### src/rtl/wb_rr_xbar.sv
// Wishbone N x M crossbar with an independent registered round-robin arbiter per slave.
// Each master's slave index is latched at grant, and responses are routed back only to that owner.
module wb_rr_xbar #(
  parameter int N_MASTER  = 2,
  parameter int N_SLAVE   = 4,
  parameter int ADDR_W    = 32,
  parameter int DATA_W    = 32,
  parameter int SLV_SEL_W = 4
) (
  input  logic                           clk_i,
  input  logic                           rst_i,
  input  logic [N_MASTER-1:0]            m_cyc_i,
  input  logic [N_MASTER-1:0]            m_stb_i,
  input  logic [N_MASTER-1:0]            m_we_i,
  input  logic [N_MASTER*ADDR_W-1:0]     m_adr_i,
  input  logic [N_MASTER*DATA_W-1:0]     m_dat_i,
  input  logic [N_MASTER*DATA_W/8-1:0]   m_sel_i,
  output logic [N_MASTER*DATA_W-1:0]     m_dat_o,
  output logic [N_MASTER-1:0]            m_ack_o,
  output logic [N_MASTER-1:0]            m_err_o,
  output logic [N_MASTER-1:0]            m_rty_o,
  output logic [N_MASTER-1:0]            m_gnt_o,
  output logic [N_SLAVE-1:0]             s_cyc_o,
  output logic [N_SLAVE-1:0]             s_stb_o,
  output logic [N_SLAVE-1:0]             s_we_o,
  output logic [N_SLAVE*ADDR_W-1:0]      s_adr_o,
  output logic [N_SLAVE*DATA_W-1:0]      s_dat_o,
  output logic [N_SLAVE*DATA_W/8-1:0]    s_sel_o,
  input  logic [N_SLAVE*DATA_W-1:0]      s_dat_i,
  input  logic [N_SLAVE-1:0]             s_ack_i,
  input  logic [N_SLAVE-1:0]             s_err_i,
  input  logic [N_SLAVE-1:0]             s_rty_i
);

  localparam int BSEL_W = DATA_W / 8;
  localparam int PTR_W  = (N_MASTER > 1) ? $clog2(N_MASTER) : 1;
  localparam int LOW_W  = ADDR_W - SLV_SEL_W;

  logic [N_SLAVE-1:0][N_MASTER-1:0] r_owner;
  logic [N_SLAVE-1:0][PTR_W-1:0]    r_ptr;
  logic [N_MASTER-1:0]              r_derr;

  logic [SLV_SEL_W-1:0]             w_sel [N_MASTER];
  logic [N_MASTER-1:0]              w_owns;
  logic [N_MASTER-1:0]              w_unmapped;
  logic [N_SLAVE-1:0][N_MASTER-1:0] w_req;
  logic [N_SLAVE-1:0]               w_free;
  logic [N_SLAVE-1:0][N_MASTER-1:0] w_win;
  logic [N_SLAVE-1:0][PTR_W-1:0]    w_next_ptr;
  logic [N_MASTER-1:0][N_SLAVE-1:0] w_owner_col;
  logic                             w_found;
  int                               w_idx;

  // Address decode and request generation; a master already holding a slave never requests another.
  always_comb begin
    // NOTE: every combinational output gets a default first so no path leaves it unassigned (no latch).
    w_owns      = '0;
    w_unmapped  = '0;
    w_req       = '0;
    w_owner_col = '0;
    for (int s = 0; s < N_SLAVE; s++) begin
      w_owns = w_owns | r_owner[s];
      for (int i = 0; i < N_MASTER; i++) begin
        w_owner_col[i][s] = r_owner[s][i];
      end
    end
    for (int i = 0; i < N_MASTER; i++) begin
      w_sel[i]      = m_adr_i[i*ADDR_W + LOW_W +: SLV_SEL_W];
      w_unmapped[i] = (int'(w_sel[i]) >= N_SLAVE);
      for (int s = 0; s < N_SLAVE; s++) begin
        w_req[s][i] = m_cyc_i[i] & (int'(w_sel[i]) == s) & ~w_owns[i];
      end
    end
  end

  // Round-robin pick per slave: first requester at or above the pointer, wrapping.
  always_comb begin
    w_free     = '0;
    w_win      = '0;
    w_next_ptr = r_ptr;
    w_found    = 1'b0;
    w_idx      = 0;
    for (int s = 0; s < N_SLAVE; s++) begin
      w_free[s] = ~|(r_owner[s] & m_cyc_i);
      w_found   = 1'b0;
      for (int k = 0; k < N_MASTER; k++) begin
        w_idx = int'(r_ptr[s]) + k;
        if (w_idx >= N_MASTER) w_idx = w_idx - N_MASTER;
        for (int j = 0; j < N_MASTER; j++) begin
          if (!w_found && (j == w_idx) && w_req[s][j]) begin
            w_win[s][j]   = 1'b1;
            w_next_ptr[s] = (j == N_MASTER - 1) ? '0 : PTR_W'(j + 1);
            w_found       = 1'b1;
          end
        end
      end
    end
  end

  always_ff @(posedge clk_i or posedge rst_i) begin
    if (rst_i) begin
      r_owner <= '0;
      r_ptr   <= '0;
      r_derr  <= '0;
    end else begin
      // NOTE: sequential state uses non-blocking assignments so every slave sees the same pre-edge values.
      for (int s = 0; s < N_SLAVE; s++) begin
        if (w_free[s]) begin
          r_owner[s] <= w_win[s];
          if (|w_win[s]) r_ptr[s] <= w_next_ptr[s];
        end
      end
      // Self-clearing so an unmapped strobe yields a one-cycle error pulse.
      r_derr <= m_cyc_i & m_stb_i & w_unmapped & ~w_owns & ~r_derr;
    end
  end

  // Slave side: driven from the owning master, address select field zeroed.
  always_comb begin
    s_cyc_o = '0;
    s_stb_o = '0;
    s_we_o  = '0;
    s_adr_o = '0;
    s_dat_o = '0;
    s_sel_o = '0;
    for (int s = 0; s < N_SLAVE; s++) begin
      for (int i = 0; i < N_MASTER; i++) begin
        if (r_owner[s][i]) begin
          s_cyc_o[s]                     = m_cyc_i[i];
          s_stb_o[s]                     = m_stb_i[i];
          s_we_o[s]                      = m_we_i[i];
          s_adr_o[s*ADDR_W +: ADDR_W]    = {{SLV_SEL_W{1'b0}}, m_adr_i[i*ADDR_W +: LOW_W]};
          s_dat_o[s*DATA_W +: DATA_W]    = m_dat_i[i*DATA_W +: DATA_W];
          s_sel_o[s*BSEL_W +: BSEL_W]    = m_sel_i[i*BSEL_W +: BSEL_W];
        end
      end
    end
  end

  // Master side: responses only from the slave this master owns, plus the decode error.
  always_comb begin
    m_dat_o = '0;
    m_ack_o = '0;
    m_err_o = r_derr;
    m_rty_o = '0;
    m_gnt_o = w_owns;
    for (int i = 0; i < N_MASTER; i++) begin
      for (int s = 0; s < N_SLAVE; s++) begin
        if (r_owner[s][i]) begin
          m_dat_o[i*DATA_W +: DATA_W] = s_dat_i[s*DATA_W +: DATA_W];
          m_ack_o[i]                  = s_ack_i[s];
          m_err_o[i]                  = s_err_i[s] | r_derr[i];
          m_rty_o[i]                  = s_rty_i[s];
        end
      end
    end
  end

  always_ff @(posedge clk_i) begin
    if (!rst_i) begin
      for (int s = 0; s < N_SLAVE; s++) begin
        assert ($onehot0(r_owner[s]));
      end
      for (int i = 0; i < N_MASTER; i++) begin
        assert ($onehot0(w_owner_col[i]));
      end
    end
  end

endmodule

### config.mk
export PLATFORM = sky130hd
export DESIGN_NAME = wb_rr_xbar
export DESIGN_NICKNAME = d
export VERILOG_FILES = /design/src/rtl/wb_rr_xbar.sv
export SDC_FILE = /design/constraint.sdc
export NUM_CORES = 1
export LEC_CHECK = 0
export CORE_AREA = 2 2 250 252
export DETAILED_ROUTE_END_ITERATION = 8
export DIE_AREA = 0 0 252 254
export GPL_ROUTABILITY_DRIVEN = 0
export SKIP_CTS_REPAIR_TIMING = 1
export SYNTH_ARGS = -nofsm -noshare
export SYNTH_HDL_FRONTEND = slang
export SYNTH_SLANG_ARGS = --single-unit
### constraint.sdc
create_clock -name clk_i -period 1.7 [get_ports clk_i]
set_input_delay 0.17 -clock clk_i [delete_from_list [all_inputs] [get_ports clk_i]]
set_output_delay 0.17 -clock clk_i [all_outputs]
set_load 0.05 [all_outputs]
==> reports/metrics.cfg <==
[status]
status = finished with violations
violations = setup timing

[logic_synthesis]
numSynthFlops = 14
synthesis.instances = 890
ys_warn_count = 0
ff_type = dfrtp_1
ys_seq_share_pct = 6.11
synth.cell_area_um2 = 5740
synth_cell_types = 33
yosysChipArea_um2 = 5740
edf_count = 0
ys_async_sr_fraction_pct = 100

[route]
drc = 0
dr.pass1.iters = 5
drtAntennaViolNets = 0

[setup_path]
cp-start-kind = register
cp_max_fo = 15
cp_slowest_cell = dfrtp_4
cp.required_ns = 1.53
cp_cell_sequence = nor2b_4 > buf_12 > clkbuf_16 > a221o_1 > o21ai_0 > o21ai_4 > buf_12
reg2reg_depth = 5
end_kind = output port
rr_startpoint = r_owner[0]$_DFFE_PP0P_
crit_arrival_ns = 1.90
cpPeakStageDelay_ns = 0.48

[pwr]
combPwrFrac_pct = 83.3
power_switching_share_pct = 46.4
p_leak_nw = 7.62

[floorplanning]
fp-row-count = 91
initCoreUtil_pct = 9.36

[timing]
period_needed_ns = 2.07
tightestPinTransition_ns = 0.592
skew_ns = 0.00337
setup_violations = 340
layout_setup_ws_ns = -0.373
drv_slew = 0
max-slew-margin-rel_pct = 60.5

[cts]
cts_made_buffers = 3
clk-insertion-delay-late_ns = 0.24
htreeDepth = 1
cts_root_buf = clkbuf_16
path_clk_slew_ns = 0.05

[finish]
stdcell_area_um2 = 20200
areaGrowthSynthToFinish_pct = 252
nets = 1852
drive_above_1_share_pct = 54.7
final_util_pct = 32.9

[place]
dp_slack_ns = -0.127
dpl_cell_area_um2 = 18400

[global_route]
grt_pass1_wl_mm = 74.6
grt_pass1_vias = 10736
antenna_found_initial = 6

## final cells by class
type                            count  area [um^2]  share of cell area, %
Antenna cell                        3         7.51                 0.0372
Clock buffer                        4         88.8                  0.440
Inverter                            8         30.0                  0.149
Multi-Input combinational cell    752         6800                   33.7
Sequential cell                    14          378                   1.87
Tap cell                          790          988                   4.90
Timing Repair Buffer              789        11900                   58.9
## sequential cells by signal (all words and copies together) (netlist names)
name,count
r_derr,2
r_owner,8
r_ptr,4
## metrics by stage
| step | std cells | hold slack (ns) | power [mW] |
|---|---|---|---|
| 2_1_floorplan | 905 | 0.0592 | 2.18 |
| 3_3_place_gp | 2302 | 0.434 | 4.63 |
| 3_5_place_dp | 2302 | 0.450 | 4.66 |
| 4_1_cts | 2306 | 0.317 | 5.17 |
| 5_1_grt | 2360 | 0.345 | 5.56 |
| 6_report | 2360 | 0.299 | 5.39 |
## power by group through the flow
stage / combinational (mW) / clock, mW / sequential (mW)
finish: 4.49 / 0.494 / 0.404
detailed placement: 4.25 / 0 / 0.411
global route: 4.64 / 0.515 / 0.409
floorplan: 1.78 / 0 / 0.395
CTS: 4.26 / 0.497 / 0.405
global placement: 4.22 / 0 / 0.409
## critical path: cells and delay by family (launching register included)
| family | cells | cell delay [ns] |
|---|---|---|
| and+or+nand+nor | 1 | 0.15 |
| AOI/OAI and AO/OA | 3 | 0.57 |
| DFF | 1 | 0.48 |
| buffers and inverters | 3 | 0.46 |
## layout by cell type, fill, tap and decap left out, types with 24 or more instances in the layout
cell type	instances
clkbuf_16	24
buf_12	378
o21ai_2	56
nand2_1	201
o21ai_0	35
nor2b_1	32
o21ai_4	44
a22o_1	36
clkdlybuf4s50_1	283
a22o_2	120
a221o_1	35
o31ai_4	35
a22o_4	48
buf_4	90
## kinds of logic after synthesis
family | after synthesis | synth area share, %
multiplexers | 3 | 0.524
AND/OR/NAND/NOR | 276 | 22.2
AND-OR/OR-AND | 457 | 60.3
other | 1 | 0.0654
flip-flops | 14 | 6.11
buffers and inverters | 139 | 10.8
## synthesized netlist by cell type, drive strengths merged (6+ instances only)
cell type  number  area (um^2)
nor2b          41          257
a221oi         35          307
nand2         208          781
dfrtp          14          350
buf            54          300
or3             6         37.5
clkbuf         77          289
inv             8         30.0
o21ai         138          691
o31ai          35          263
a22o          204         1790
a221o          35          350
## metal layers
layer  wire length [um]  global-route usage, %
met1              20900                   16.8
met2              32500                   29.2
met3               4560                   3.72
met4               1820                   4.04
met5                 33                      0
## how the worst max path moves through the flow
stage                                         to  slack (ns)  cells after the start
after global placement               m_dat_o[49]       -0.07                      7
after floorplan                      s_dat_o[28]       -0.19                      4
after global routing                 m_dat_o[45]       -0.42                      7
final                                m_dat_o[45]       -0.37                      7
after CTS                            m_dat_o[32]       -0.32                      7
after detailed placement  r_owner[2]$_DFFE_PP0P_       -0.13                      5
**M3 wires**

Scale bar: 100 um. Cells faint in the background.
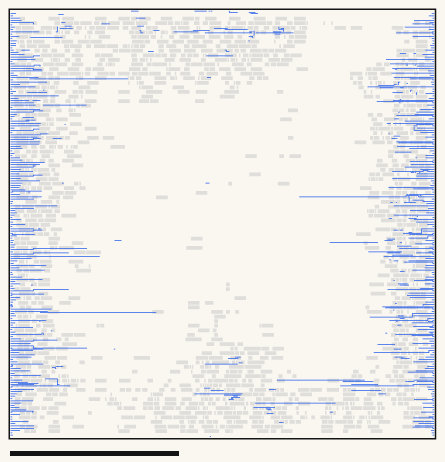
main direction: horizontal
longest straight run: 68.8 um
share of all routed wire: 7.6%
met3 Usage GRT: 3.72%
DR vias: 10,859
Post-Route WL: 59.8 mm

**Supply network**

Pins as bars on the die edge.
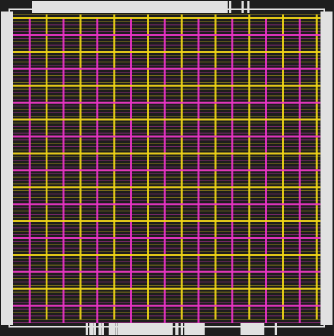
[yellow] VDD
[magenta] VSS
signal pins: 640
met5 straps: 18
met1 rails: 92
met4 straps: 18
Die H: 254 um
Peak VDD IR: 0.234 mV
Core Region: 61,300 um^2
die width: 252 um

**Track usage over the die**

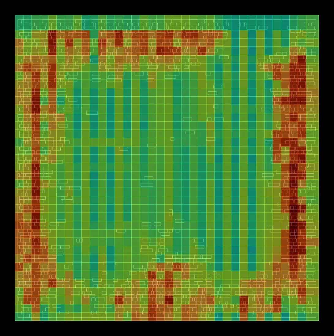
met2 GRT Util: 29.2%
wire length per cell: 25.3 um
GRT Total Usage: 15.3%
GR peak layer: met2

**Selected gate families**

Scale bar: 100 um.
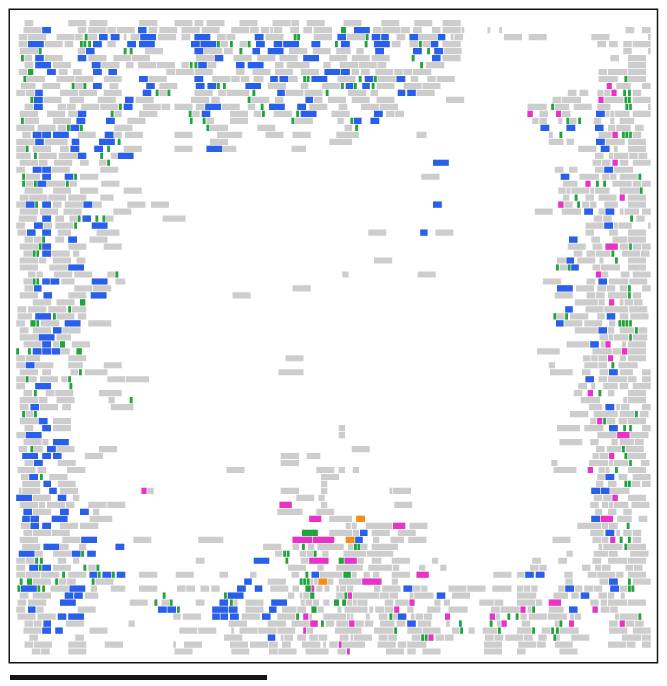
[blue] AND-OR and OR-AND gates | cells: 239 | most used: a22o_2 | where: all over the die
[green] NAND gates | cells: 216 | most used: nand2_1 | where: all over the die
[orange] multiplexers | cells: 3 | most used: mux2i_1
[magenta] NOR gates | cells: 53 | most used: nor2b_1
Top cell excl fill/tap: buf_12
Comb area share: 33.7%
post-route insts no fill: 2,360

**M1 wires**

Scale bar: 100 um. Supply wires on this layer in grey.
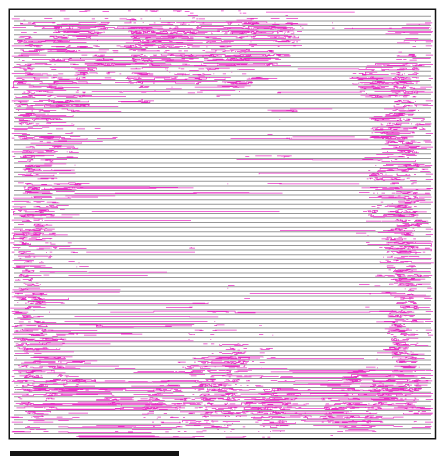
wire length on this layer: 20.9 mm
share of all routed wire: 35%
met1 usage: 16.8%

Power is estimated from default activity; no workload was simulated.
